==> config.mk <==
export PLATFORM = sky130hd
export DESIGN_NAME = odev1_truth_sweeper
export DESIGN_NICKNAME = d
export VERILOG_FILES = /design/src/rtl/odev_pkg.sv /design/src/rtl/odev_settle_timer.sv /design/src/rtl/odev1_truth_sweeper.sv
export SDC_FILE = /design/constraint.sdc
export NUM_CORES = 1
export LEC_CHECK = 0
export ABC_AREA = 1
export CAP_MARGIN = 20
export CELL_PAD_IN_SITES_DETAIL_PLACEMENT = 0
export CELL_PAD_IN_SITES_GLOBAL_PLACEMENT = 1
export CORE_ASPECT_RATIO = 0.7
export CORE_MARGIN = 2
export CORE_UTILIZATION = 39
export CTS_CLUSTER_DIAMETER = 80
export CTS_CLUSTER_SIZE = 24
export DETAILED_ROUTE_END_ITERATION = 8
export GPL_TIMING_DRIVEN = 0
export PLACE_DENSITY_LB_ADDON = 0.05
export SLEW_MARGIN = 20
export SYNTH_ARGS = -nofsm -noshare
export SYNTH_HDL_FRONTEND = slang
export SYNTH_HIERARCHICAL = 1
export SYNTH_SLANG_ARGS = --single-unit
==> constraint.sdc <==
create_clock -name clk -period 2.3 [get_ports clk]
set_clock_uncertainty 0.1 [all_clocks]
set_input_delay 0.69 -clock clk [delete_from_list [all_inputs] [get_ports clk]]
set_output_delay 0.69 -clock clk [all_outputs]
set_load 0.1 [all_outputs]
==> src/rtl/odev_pkg.sv <==
// Shared types and constants for the truth-table sweeper and its settle timer.
package odev_pkg;

  typedef enum logic [1:0] {
    IDLE   = 2'd0,
    SETTLE = 2'd1,
    SAMPLE = 2'd2,
    FINISH = 2'd3
  } sweep_state_t;

  localparam int DEF_WIDTH = 5;
  localparam int TT_DEPTH  = 1 << DEF_WIDTH;
  localparam int CNT_W     = 8;

endpackage

==> src/rtl/odev_settle_timer.sv <==
// Settle-time counter: counts enabled cycles from zero and flags the last one.
module odev_settle_timer
  import odev_pkg::*;
#(
  parameter int SETTLE_CYCLES = 2
) (
  input  logic clk,
  input  logic rst_n,
  input  logic clear,
  input  logic enable,
  output logic expire
);

  localparam logic [CNT_W-1:0] LAST = CNT_W'(SETTLE_CYCLES - 1);

  logic [CNT_W-1:0] cnt;

  always_ff @(posedge clk or negedge rst_n) begin
    if (!rst_n) begin
      cnt <= '0;
    end else if (clear) begin
      cnt <= '0;
    end else if (enable) begin
      cnt <= cnt + 1'b1;
    end
  end

  assign expire = enable && (cnt == LAST);

endmodule

==> src/rtl/odev1_truth_sweeper.sv <==
// Walks every input vector of the lab function block, waits for it to settle,
// and captures F into a truth table while counting the ones.
module odev1_truth_sweeper
  import odev_pkg::*;
#(
  parameter int WIDTH         = DEF_WIDTH,
  parameter int SETTLE_CYCLES = 2
) (
  input  logic                    clk,
  input  logic                    rst_n,
  input  logic                    start,
  input  logic                    abort,
  output logic [WIDTH-1:0]        vec_out,
  input  logic                    f_in,
  output logic                    busy,
  output logic                    done,
  output logic [(1<<WIDTH)-1:0]   truth_table,
  output logic [WIDTH:0]          ones_count
);

  localparam logic [WIDTH-1:0] LAST_VEC = '1;

  sweep_state_t state;
  logic         timer_clear;
  logic         timer_en;
  logic         expire;

  // The timer only runs in SETTLE, so it re-enters every vector from zero.
  assign timer_en    = (state == SETTLE);
  assign timer_clear = (state != SETTLE);

  odev_settle_timer #(
    .SETTLE_CYCLES (SETTLE_CYCLES)
  ) u_timer (
    .clk    (clk),
    .rst_n  (rst_n),
    .clear  (timer_clear),
    .enable (timer_en),
    .expire (expire)
  );

  // busy/done are set alongside each state transition so they decode the
  // registered state without any path from start/abort/f_in.
  always_ff @(posedge clk or negedge rst_n) begin
    if (!rst_n) begin
      state       <= IDLE;
      vec_out     <= '0;
      busy        <= 1'b0;
      done        <= 1'b0;
      truth_table <= '0;
      ones_count  <= '0;
    end else begin
      case (state)
        IDLE: begin
          if (start && !abort) begin
            state       <= SETTLE;
            vec_out     <= '0;
            truth_table <= '0;
            ones_count  <= '0;
            busy        <= 1'b1;
          end
        end
        SETTLE: begin
          if (abort) begin
            state   <= IDLE;
            vec_out <= '0;
            busy    <= 1'b0;
          end else if (expire) begin
            state <= SAMPLE;
          end
        end
        SAMPLE: begin
          if (abort) begin
            state   <= IDLE;
            vec_out <= '0;
            busy    <= 1'b0;
          end else begin
            truth_table[vec_out] <= f_in;
            ones_count           <= ones_count + {{WIDTH{1'b0}}, f_in};
            if (vec_out == LAST_VEC) begin
              state <= FINISH;
              busy  <= 1'b0;
              done  <= 1'b1;
            end else begin
              vec_out <= vec_out + 1'b1;
              state   <= SETTLE;
            end
          end
        end
        FINISH: begin
          state <= IDLE;
          done  <= 1'b0;
        end
        default: begin
          state <= IDLE;
          busy  <= 1'b0;
          done  <= 1'b0;
        end
      endcase
    end
  end

endmodule

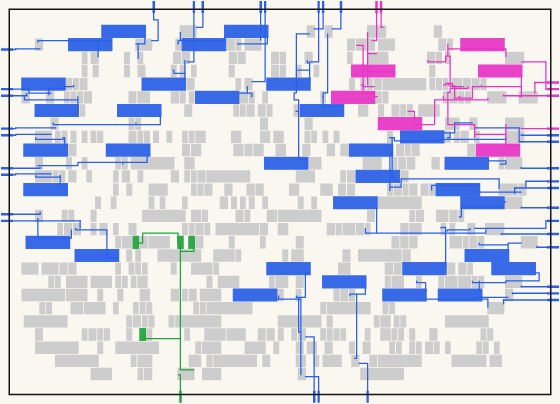
*Nets reached from selected ports, run 1*
- blue: truth_table (bits 32; direction output; edge 12 right, 9 left, 8 top, 3 bottom; end cells 32; buffers 32; wire 778 um)
- green: abort (bits 1; direction input; edge bottom; end cells 4; buffers 1; wire 58.6 um)
- magenta: ones_count (bits 6; direction output; edge 4 right, 2 top; end cells 6; buffers 6; wire 196 um)

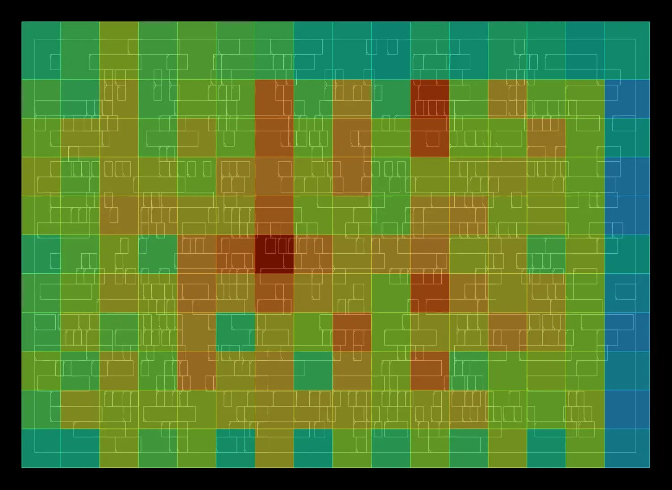
*Routing congestion map, run 1*
GRT Overall Usage: 20.3%
GR peak layer: met1
met2 GRT Util: 29.4%

==> impl_metrics.ini, run 1 <==
; synthesis and place-and-route metrics
[outcome]
outcome = finished, final reports clean

[worst_setup_path]
path_cells = clkdlybuf4s15_1
end_kind = output port
cp.required_ns = 1.51
worstPathArrival_ns = 1.47
critical_path.endpoint = truth_table[2]

[global_route]
grt_overflow = 0

[power_and_ir_drop]
power_switching_mw = 1.41
p_clk_share_pct = 23.6
p_leak_nw = 1.85

[synthesis]
syn_nets = 444
yosysSeqAreaShare_pct = 43.7

[die]
ioPinCount = 50
fp_util_pct = 40.2

[cts]
insertion_delay_ns = 0.29
cts_max_path_buffers = 2
cts.clk_slew.worst_paths_ns = 0.07

[final_timing]
fmax_mhz = 442
hold_viol_final = 0
setup_ws_ns = 0.0378

[placement]
port_buffers = 49
placed_area_um2 = 3790

[cells_and_area]
fillCellCount = 823
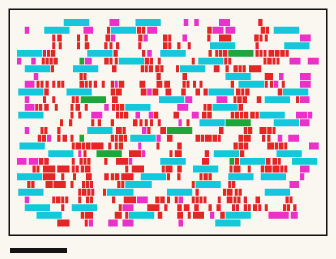
*Cell classes on the final placement, run 1*
Bar = 20 um.
- magenta: remaining buffers and delay cells (cells 69; share of their area 14%)
- cyan: registers (cells 55; share of their area 37%)
- red: remaining logic cells (cells 351; share of their area 45%)
- green: clock drivers and dummy loads (cells 8; share of their area 3.8%)

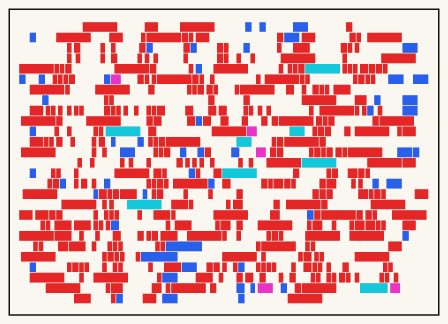
*Sizing map, run 1*
- magenta: x3 and x4 (cells 5)
- red: x1 and smaller (cells 416)
- cyan: x6 and larger (cells 8)
- blue: x2 (cells 54)

==> run 1: cell usage after synthesis <==
library cell / number / area [um2]
xor2_1: 1 / 8.76
inv_2: 3 / 11.3
ha_1: 14 / 175
clkinv_1: 1 / 3.75
clkbuf_2: 1 / 5.00
xnor2_1: 1 / 8.76
nand2_1: 111 / 417
nand4_1: 18 / 113
o21ai_0: 20 / 100
buf_4: 3 / 22.5
nor2_2: 2 / 12.5
inv_1: 43 / 161
clkbuf_1: 6 / 22.5
nor2_4: 1 / 11.3
nor4_1: 1 / 6.26
buf_6: 2 / 22.5
or2_2: 1 / 6.26
nand3b_1: 1 / 7.51
nor2_1: 53 / 199
dfrtp_1: 55 / 1380
buf_2: 7 / 35.0
nand3_1: 30 / 150
nor3_1: 12 / 60.1
a21oi_1: 15 / 75.1
o21a_1: 10 / 75.1
a211oi_1: 1 / 7.51
o21ai_1: 12 / 60.1
==> run 1: cell usage in the layout, fill, tap and decap left out, types with 2 or more instances in the layout <==
master,instances
nand2_1,111
nor2_1,53
dfrtp_1,53
inv_1,42
nand3_1,30
clkbuf_2,22
o21ai_0,20
nand4_1,18
a21oi_1,15
ha_1,14
clkdlybuf4s15_2,13
o21ai_1,12
nor3_1,12
clkdlybuf4s15_1,11
o21a_1,10
buf_2,7
clkbuf_1,6
clkbuf_16,5
inv_2,4
buf_4,4
clkinv_2,3
clkdlybuf4s50_1,3
buf_6,2
nor2_2,2
dfrtp_2,2
==> run 1: power by group through the flow <==
stage | Clock (mW) | Sequential, mW | Combinational [mW]
3_3_place_gp | 0 | 1.11 | 1.37
5_1_grt | 0.826 | 1.11 | 1.52
2_1_floorplan | 0 | 1.34 | 0.778
6_report | 0.757 | 1.10 | 1.36
4_1_cts | 0.782 | 1.10 | 1.37
3_5_place_dp | 0 | 1.12 | 1.38
==> run 1: cells by family after synthesis <==
family / share of synthesized area, %
adder cells (fa/ha/maj): 5.56
AND-OR/OR-AND: 10.1
AND/OR/NAND/NOR: 31.2
buffers and inverters: 9.01
XOR/XNOR: 0.556
flip-flops: 43.7
==> run 1: area by class of cell <==
cell class | instances | area share (%)
Clock buffer | 5 | 3.26
Tap cell | 101 | 3.29
Multi-Input combinational cell | 304 | 38.9
Inverter | 47 | 4.59
Buffer | 19 | 2.80
Timing Repair Buffer | 50 | 10.9
Sequential cell | 55 | 35.9
Clock inverter | 3 | 0.391
==> run 1: per-layer routing <==
layer / part of all wire (%) / vias to the layer above / wire length, um
li1: - / 1481 / -
met1: 53 / 1323 / 4330
met2: 40 / 66 / 3330
met3: 6.0 / 7 / 496
met4: 0.87 / 0 / 72
met5: 0 / - / 0
==> run 1: registers in the layout, summed over array words and instances (netlist names) <==
name	count
truth_table	32
done	1
ones_count	6
vec_out	5
busy	1
state	2
u_timer/cnt	8
==> run 1: timing repair <==
| item | CTS | global route |
|---|---|---|
| endpoints found under the setup margin | 45 | 39 |
| cloned | 0 | 0 |
| resized | 86 | 39 |
| hold buffers | 0 | 0 |
### Wiring heat map, run 1

Bar = 20 um. 22 x 16 tiles, from dark purple (low) to yellow (high), scaled to the fullest tile. Values are wire area over tile area, all layers added.
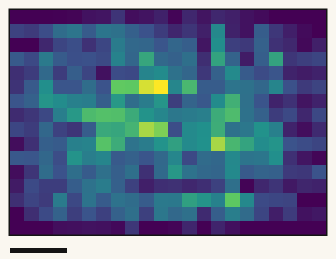

==> run 2: changes to the inputs <==
Settings changed: CORE_MARGIN 2 to not set.
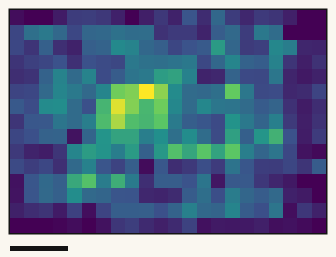
*Wiring heat map, run 2*
Bar = 20 um. 22 x 15 tiles, from dark purple (low) to yellow (high), scaled to the fullest tile. Values are wire area over tile area, all layers added.
- densest ninth of the die: middle
- nearly empty tiles: 5.2%
- tiles over half the peak: 11%
- emptiest ninth of the die: bottom right

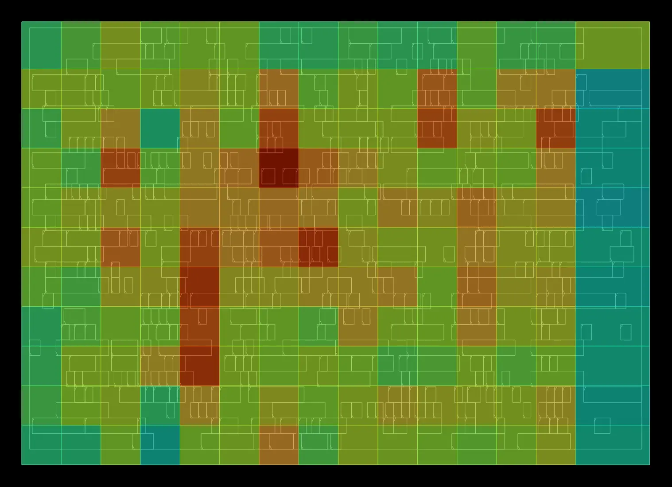
*Routing congestion map, run 2*
GRT Overall Usage: 21.3%
WL/cell: 14.0 um
met1 Use GR: 33.0%

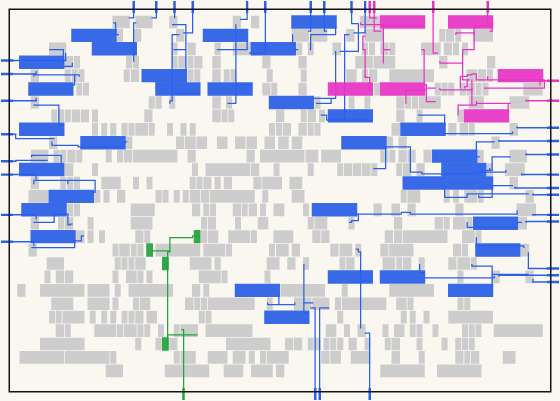
*Nets reached from selected ports, run 2*
- magenta: ones_count (bits 6; direction output; edge 4 top, 2 right; end cells 6; buffers 6; wire 181 um)
- blue: truth_table (bits 32; direction output; edge 11 right, 10 top, 8 left, 3 bottom; end cells 32; buffers 32; wire 700 um)
- green: abort (bits 1; direction input; edge bottom; end cells 4; buffers 1; wire 52.3 um)

==> impl_metrics.ini, run 2 <==
; synthesis and place-and-route metrics
[outcome]
outcome = finished, final reports clean

[synthesis]
largest_area_cell = dfrtp_1
ys_sh_mux_pct = 0
synthTopCellsByCount = nand2_1, dfrtp_1, nor2_1, inv_1, nand3_1
async_flop_share_pct = 100
ff_type = dfrtp_1
top_logic_kind = simple AND/OR/NAND/NOR gates
area_leaders = dfrtp_1, nand2_1, nor2_1
syn_nets = 444
xor_share_pct = 0.556
yosysSeqAreaShare_pct = 43.7
compound_area_share_pct = 10.1
synth-edff-count = 0
ys_sh_simple_pct = 31.2
synth_top_area_share_pct = 43.7
most_common_cell = nand2_1
synth-adder-area-share_pct = 5.56

[die]
ioPinCount = 50
fp_util_pct = 40.2

[cells_and_area]
top_regs = truth_table (32), u_timer/cnt (8), ones_count (6)
regMostFlops = truth_table
mostFrequentLayoutCell = nand2_1
lay_top_cells = nand2_1, dfrtp_1, nor2_1
fillCellCount = 781
fin_area_um2 = 3870
largest_reg_flops = 32

[power_and_ir_drop]
p_leak_nw = 1.86
power_switching_mw = 1.41
p_clk_share_pct = 24.8

[final_timing]
fmax_mhz = 442
rsz0062_at_grt = false
hold_viol_final = 0
setup_ws_ns = 0.0386

[cts]
clkSinkCount = 55
insertion_delay_ns = 0.30
cts_max_path_buffers = 2
cts.clk_slew.worst_paths_ns = 0.07

[worst_setup_path]
end_kind = output port
worstPathArrival_ns = 1.47
path_cells = clkdlybuf4s15_1
cp.required_ns = 1.51

[global_route]
grt_max_degree = 54
grt_overflow = 0
busiest_layer = met1
met2_usage_pct = 29.9

[routing]
route.vias.total = 2919

[placement]
placed_area_um2 = 3800
-- run 2: final cells by class --
class,count,area [um2],share of cell area (%)
sequential,55,1380,35.6
inverter,47,180,4.65
multi-input combinational,304,1500,38.8
tap,101,126,3.26
clock buffer,8,156,4.04
timing repair buffer,50,420,10.9
buffer,19,108,2.78
-- run 2: layer usage --
layer	up-vias	routed length [um]
met3	8	434
met2	78	3290
met4	0	80
met5	-	0
met1	1345	4380
li1	1488	-
-- run 2: final timing paths --
check                                            start                     endpoint  slack (ns)
setup reg to reg                vec_out[0]$_DFFE_PN0P_       vec_out[2]$_DFFE_PN0P_        0.12
hold reg to reg            truth_table[10]$_DFFE_PN0P_  truth_table[10]$_DFFE_PN0P_        0.38
min in group clk           truth_table[10]$_DFFE_PN0P_  truth_table[10]$_DFFE_PN0P_        0.38
setup / recovery            truth_table[9]$_DFFE_PN0P_               truth_table[9]        0.04
hold / removal                                   rst_n   u_timer/cnt[7]$_DFFE_PN0P_        0.09
max in group asynchronous                        rst_n    ones_count[4]$_DFFE_PN0P_        1.55
-- run 2: cells by family after synthesis --
group,count (synthesis)
buf+inv,66
xor+xnor,2
flops,55
fa+ha+maj,14
compound gates,58
simple gates,230
-- run 2: power by group through the flow --
stage | clock network (mW) | logic (mW) | registers, mW
floorplan | 0 | 0.778 | 1.34
global placement | 0 | 1.36 | 1.11
detailed placement | 0 | 1.38 | 1.11
CTS | 0.844 | 1.37 | 1.09
global route | 0.878 | 1.54 | 1.11
finish | 0.814 | 1.38 | 1.09
-- run 2: what timing repair did --
| item | 4_1_cts | 5_1_grt |
|---|---|---|
| resized | 87 | 41 |
| endpoints found under the setup margin | 45 | 41 |
| cloned | 0 | 0 |
| hold endpoints to repair | 0 | 0 |
### Cell classes on the final placement, run 2

Bar = 20 um.
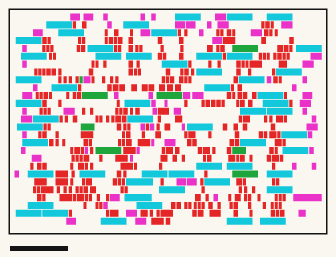

==> run 3: changes to the inputs <==
Settings changed: CAP_MARGIN 20 to not set, TNS_END_PERCENT set to 10.
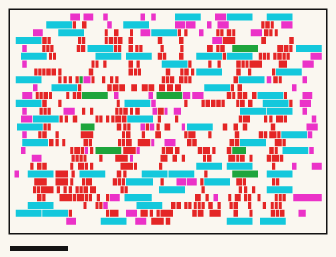
*Cell classes on the final placement, run 3*
Bar = 20 um.
- green: clock drivers and dummy loads (cells 8; share of their area 4.2%)
- cyan: registers (cells 55; share of their area 37%)
- red: remaining logic cells (cells 351; share of their area 45%)
- magenta: remaining buffers and delay cells (cells 69; share of their area 14%)

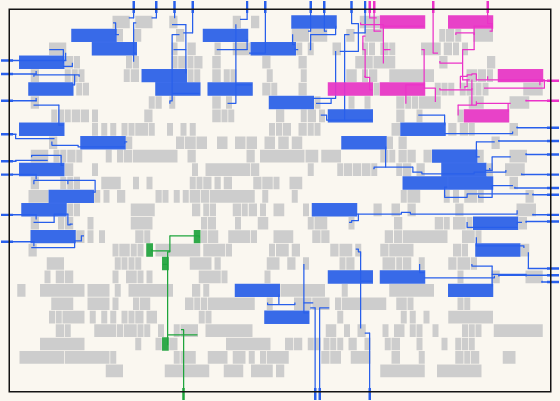
*Nets reached from selected ports, run 3*
- magenta: ones_count (bits 6; direction output; edge 4 top, 2 right; end cells 6; buffers 6; wire 179 um)
- blue: truth_table (bits 32; direction output; edge 11 right, 10 top, 8 left, 3 bottom; end cells 32; buffers 32; wire 694 um)
- green: abort (bits 1; direction input; edge bottom; end cells 4; buffers 1; wire 52.3 um)

==> impl_metrics.ini, run 3 <==
; synthesis and place-and-route metrics
[outcome]
outcome = finished, final reports clean

[global_route]
grt_max_degree = 54

[final_timing]
fmax_mhz = 442
hold_viol_final = 0

[synthesis]
synth_top_area_share_pct = 43.7
syn_nets = 444
async_flop_share_pct = 100

[worst_setup_path]
path_cells = clkdlybuf4s15_1
end_kind = output port
cp.required_ns = 1.51

[cts]
clkSinkCount = 55
insertion_delay_ns = 0.30

[cells_and_area]
flop_area_um2 = 1380
fillCellCount = 779
fin_area_um2 = 3870
top_regs = truth_table (32), u_timer/cnt (8), ones_count (6)
logic_area_um2 = 1500

[routing]
wl_met3_um = 465
highest_layer = met4
wire_per_inst_um = 14.0

[placement]
placed_area_um2 = 3800

[power_and_ir_drop]
p_leak_nw = 1.86
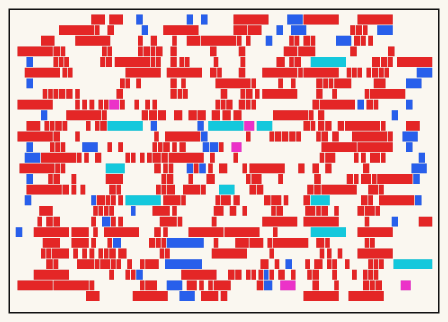
*Sizing map, run 3*
- magenta: x3 and x4 (cells 5)
- cyan: x6 and larger (cells 10)
- red: x1 and smaller (cells 418)
- blue: x2 (cells 50)

## run 3: cell types whose count changed in the layout (fill, tap and decap cells not counted)
cell	change
clkdlybuf4s15_1	+1
clkinv_1	+1
nor2_4	-1
clkbuf_2	-1
clkinvlp_4	-1
nand2_2	-1
nor2_2	+1
nand2_1	+1
## run 3: final timing paths
check / from / to / slack [ns]
min in group clk: truth_table[10]$_DFFE_PN0P_ / truth_table[10]$_DFFE_PN0P_ / 0.38
setup / recovery: truth_table[9]$_DFFE_PN0P_ / truth_table[9] / 0.04
max in group asynchronous: rst_n / vec_out[0]$_DFFE_PN0P_ / 1.55
hold / removal: rst_n / u_timer/cnt[7]$_DFFE_PN0P_ / 0.09
setup reg to reg: vec_out[0]$_DFFE_PN0P_ / vec_out[2]$_DFFE_PN0P_ / 0.13
hold reg to reg: truth_table[10]$_DFFE_PN0P_ / truth_table[10]$_DFFE_PN0P_ / 0.38
## run 3: logic make-up (layout without fill, tap and decap cells)
kind of cell	after synthesis	count (layout)	share of synthesized area, %
and+or+nand+nor	230	230	31.2
buffers and inverters	66	124	9.01
AOI/OAI and AO/OA	58	58	10.1
DFF	55	55	43.7
adders and majority gates	14	14	5.56
xor gates and xnor gates	2	2	0.556
## run 3: repair_timing
action	4_1_cts	5_1_grt
pin swaps	0	0
hold endpoints to repair	0	0
gates resized	87	37
setup endpoints to repair	45	41
buffers inserted	0	0
cloned	0	0
## run 3: routing by layer
| metal | GRT usage [%] | up-vias |
|---|---|---|
| met2 | 29.9 | 80 |
| met5 | 0 | - |
| met4 | 5.20 | 0 |
| li1 | - | 1486 |
| met3 | 4.08 | 8 |
| met1 | 33.0 | 1321 |
## run 3: cell type report
type                            count  share of cell area (%)
Multi-Input combinational cell    304                    38.7
Clock buffer                        8                    4.05
Tap cell                          101                    3.27
Buffer                             19                    2.78
Inverter                           47                    4.56
Sequential cell                    55                    35.7
Timing Repair Buffer               50                    11.0
## run 3: report_power, final
part | switching, mW | internal (mW)
clock network | 0.349 | 0.465
registers | 0.0632 | 1.03
logic | 0.988 | 0.379
total | 1.40 | 1.87
## run 3: metrics by stage
stage | std cells | power (mW) | hold WS [ns]
after floorplan | 425 | 2.12 | 0.294
after global placement | 575 | 2.48 | 0.352
after detailed placement | 576 | 2.49 | 0.362
after CTS | 584 | 3.31 | 0.0778
after global routing | 584 | 3.51 | 0.0740
final | 584 | 3.27 | 0.0865
Power and IR drop assume default switching activity.
